Figure 1. Sequential cells colored by netlist name (run 1).
The bar under the picture is 20 um long. Other sequential cells in the stronger gray, the rest of the logic in the fainter gray.
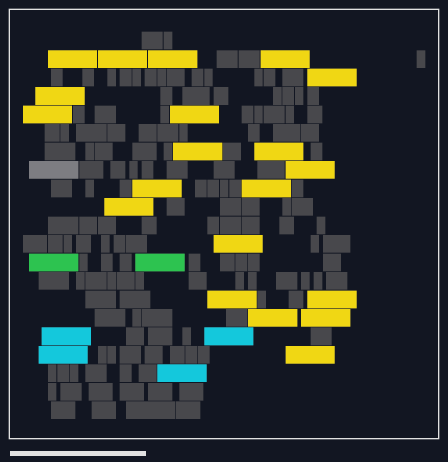
Figure 2. M1 wires (run 1).
The bar under the picture is 20 um long. Supply wires on this layer in gray. Cells faint in the background.
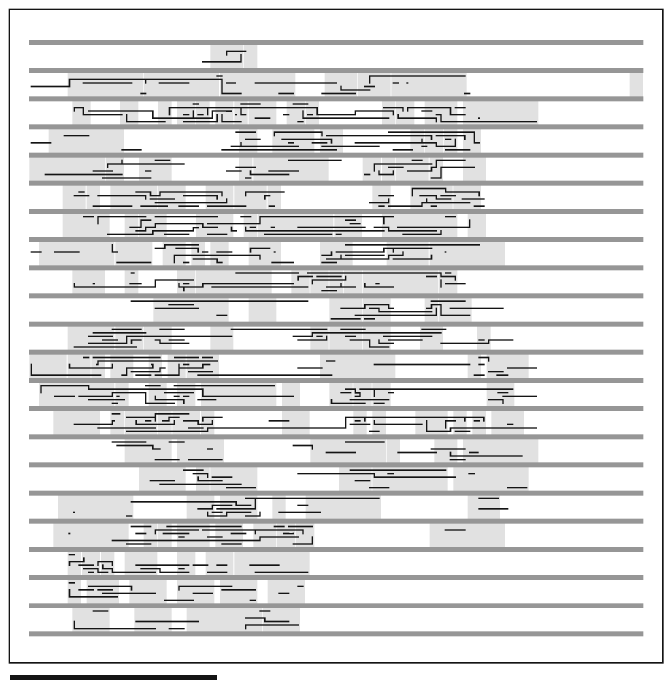
Figure 3. Nets reached from selected ports (run 1).
The bar under the picture is 20 um long.
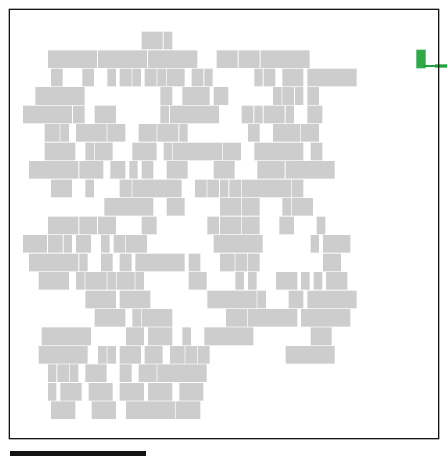
Design score_tx_flat, sky130hd; sources not shown.
==> run summary <==
The flow completed. Vertical extent of the die landed at between 60 and 70 um. Post-synthesis instance area landed at 1440 sq um. For this run, design rule violations remaining after detail routing come to 0. STA classifies the critical path endpoint as a flop.

For this run, the top clock speed supported by timing is ~0.28 GHz. Yosys mapped a number of flops with a built-in enable equal to 0. Mean routed wirelength per cell landed at 13.5 um. Summed over its instances, the top area cell type makes up between 30% and 40% of the synthesized netlist area. Per the summary, power density relative to cell area is approximately 470 nW/um^2.

Excluding fillers, the count of instances in the completed layout stands at 217. Post-synth the commonest register cell is dfxtp_1. TritonCTS sink count landed at 27. Initial antenna violation count landed at 0.

After its last routability iteration, the placer logged a weighted congestion of about 0.78. The most frequently used library cell after synthesis is dfxtp_1. Signed area change from the synthesized netlist to the final layout landed at 8.61%.

Leakage power landed at 0.000608 uW. Number of DRC markers after the initial detailed-route iteration landed at between 70 and 80. Number of nets produced by synthesis landed at 178. In this run the register-to-register setup slack is 1.97 ns. The tree is rooted in a clkbuf_4.

The clock passes through at most 2 buffers. Total number of yosys warnings landed at 0. The cell type that accounts for the most area after synthesis is dfxtp_1.

Per the OpenROAD timing report, the critical path contains 15 cells. Yosys cell count landed at 166. The worst setup path is of the flop to flop kind.

The count of nets left with antenna violations once routing finished came out at 0. The synthesized netlist handed to floorplanning was reported with a cell count of 166. For this run, the post-layout net count is ~180. The first global-routing pass estimated 5.17 mm of wire.

The commonest cells after synthesis are 27 x dfxtp_1, 25 x nor2_1, 16 x o21ai_0. Overall die area landed at 3970 sq um. Per STA, the library cell used most along the worst path is ha_1. Data arrives at the worst endpoint at about 3.8 ns. The global route stage reports its total congestion overflow as 0. Worst max-slew margin expressed relative to the limit landed at a little over two fifths.

The die is 63.0 um wide. Number of rows created at floorplan landed at 21. Core utilization at floorplan landed at about 42%. The main area contributors are dfxtp_1 38%, ha_1 7.0%, xor2_1 6.7%. Total CTS buffers landed at 3.

The final antenna diode tally reported by the flow is 0. Tally of filler cells in the layout landed at 332. CTS built an H-tree with a depth of 1. Per the STA report, the cell with the highest stage delay on the worst path is or4b_2. A synthesized cell averages 8.67 sq um. Worst setup skew after layout landed at roughly 0.011 ns. Accumulated negative setup slack landed at 0 ns. The timing report notes that buffer and inverter cells on the critical path total 2. The timing report gives the biggest stage delay along the critical path as 0.58 ns. According to the timing report, the data required time at the worst endpoint equals 5.76 ns. The number of global-route vias before repair is 1155. The final timing report derives a shortest allowable period of 3.53 ns. Fraction of final layout cells with drive strength greater than 1 landed at approximately 6.4%. The highest supply drop recorded on VDD is 0.294 mV.

Count of tool warnings landed at 29. Setup repair after global routing left no endpoint under its margin. First-pass detailed-route iteration total landed at 4. TritonCTS built the clock tree. Yosys reported a register bit count of 27. Number of flip-flops under the largest register name landed at 20. Of all nets on the critical path, the largest fanout is 4.

The registers of the reported paths see a clock transition of 0.15 ns. After synthesis, the share of flip-flops with an asynchronous set or reset is 0%. The signal on the critical path passes through inv_1 -> ha_1 -> or4b_2 -> nor3_1 -> a31o_2 -> nand2_1 -> a21boi_0 -> ha_1 -> inv_1 -> ha_1 -> a21o_1 -> a21oi_1 -> xnor2_1 -> or3_1 -> a21oi_1. The report lists the number of cells resized after CTS as 0. Among cell families on the critical path, the largest total delay comes from simple AND/OR/NAND/NOR gates. At the pin with the least slew margin, the transition time is approximately 0.86 ns. Half-perimeter wire length after placement landed at 2.09 mm.

Including well taps, the total number of placed cells is approximately 210. The worst setup path is launched from a flop. Pins over their slew limit in the final report were tallied at 0. The run finished with clean final reports. Per Yosys stat, the portion of area used by sequential elements is 37.6%.

Hold violation count in the final report landed at 0. Depth of the most critical reg-to-reg path landed at 15. Pin count of the biggest net entering global routing landed at 17. Buffer count from post-CTS setup fixing landed at 0. Checking hold timing, the worst path is listed with class flop to flop.

Cell depth of the worst min-delay path landed at 2. Overall track demand over capacity in global routing landed at 15.9%. Dividing the detail-routed via count by the number of cells gives about 5.3. Clock latency of the later-clocked register in the worst-skew pair landed at approximately 0.33 ns. In the synthesis report, Yosys lists the chip area as about 1400 sq um. Final setup violation count landed at 0.

Count of distinct cell types in the synthesized netlist landed at 42.
About Figure 1:
Green shows u_core.state_q, sequential cells 2. Cyan shows u_core.bus.pending, sequential cells 4. Yellow shows u_core.cnt_q, sequential cells 20.
Another 1 sequential cells are not colored.
final design utilization: 46.1%
sequential cell area: 541 sq um
P_seq: 293 uW

About Figure 2:
The layer carries 1380 um of wire. The longest straight run is 17.0 um. The layer holds 47% of the routed length.
met1 GRT Util: 20.2%
routed vias: 1149
post-detailed-routing wire length: 2.93 mm

About Figure 3:
Green shows bus_overflow, bits 1, direction output, end cells 1, wire 1.80 um.
top-level port count: 10
number of I/O port buffers: 8

run 1: power breakdown:
part / switching, uW / internal, uW
Sequential: 50.8 / 242
Clock: 57.6 / 27.3
Combinational: 189 / 173
run 1: logic make-up (layout without fill, tap and decap cells):
| family | after synthesis | after routing | synth area share, % |
|---|---|---|---|
| AND-OR/OR-AND | 35 | 35 | 15.0 |
| flip-flops | 27 | 27 | 37.6 |
| XOR/XNOR | 17 | 17 | 10.3 |
| AND/OR/NAND/NOR | 62 | 62 | 23.1 |
| adder cells (fa/ha/maj) | 9 | 9 | 8.35 |
| other | 1 | 1 | 0.261 |
| buffers and inverters | 14 | 19 | 4.70 |
| multiplexers | 1 | 1 | 0.696 |
run 1: worst register-to-register path, stage by stage (launching register included):
cell	delay, ns
dfxtp_1	0.35
inv_1	0.10
ha_1	0.15
or4b_2	0.58
nor3_1	0.30
a31o_2	0.26
nand2_1	0.08
a21boi_0	0.17
ha_1	0.22
inv_1	0.10
ha_1	0.29
a21o_1	0.17
a21oi_1	0.16
xnor2_1	0.10
or3_1	0.31
a21oi_1	0.14
run 1: stage by stage:
stage	hold WS [ns]	cell area, sq um	util [%]	setup slack (ns)	total power (uW)
after floorplan	0.448	1440	-	2.30	570
after global placement	0.462	1540	45.3	2.18	636
after detailed placement	0.470	1540	45.3	2.02	655
after CTS	0.493	1560	46.1	1.96	742
after global routing	0.517	1560	46.1	1.74	810
final	0.491	1560	46.1	1.97	740
run 1: metal layers:
| layer | share of wire [%] | vias to the layer above | global-route usage (%) | wire [um] |
|---|---|---|---|---|
| li1 | - | 587 | - | - |
| met1 | 47 | 538 | 20.2 | 1380 |
| met2 | 48 | 20 | 27.5 | 1420 |
| met3 | 3.4 | 4 | 1.80 | 99 |
| met4 | 1.2 | 0 | 5.83 | 35 |
| met5 | 0 | - | 0 | 0 |
run 1: layout make-up:
class                   count  area [sq um]  area share, %
clock buffers               3          22.5           1.44
clock inverters             1          5.00          0.320
inverters                   7          26.3           1.68
multi-input cells         125           831           53.2
flip-flops and latches     27           541           34.6
well taps                  46          57.6           3.68
repair buffers              8          80.1           5.12
run 1: layout by cell type, fill, tap and decap left out, types with 2 or more instances in the layout:
| cell type | netlist | routed |
|---|---|---|
| a21oi_1 | 5 | 5 |
| and2_1 | 2 | 2 |
| clkbuf_4 | 0 | 3 |
| clkdlybuf4s50_1 | 0 | 8 |
| dfxtp_1 | 27 | 27 |
| ha_1 | 8 | 8 |
| inv_1 | 7 | 7 |
| nand2_1 | 7 | 7 |
| nor2_1 | 25 | 25 |
| nor2b_1 | 2 | 2 |
| nor3_1 | 6 | 6 |
| nor3b_1 | 2 | 2 |
| nor4_1 | 3 | 3 |
| o21ai_0 | 16 | 16 |
| o31ai_1 | 3 | 3 |
| o41ai_1 | 2 | 2 |
| or3_1 | 2 | 2 |
| or4_1 | 4 | 4 |
| or4_4 | 3 | 3 |
| xnor2_1 | 6 | 6 |
| xor2_1 | 11 | 11 |
Power is estimated from default activity; no workload was simulated.
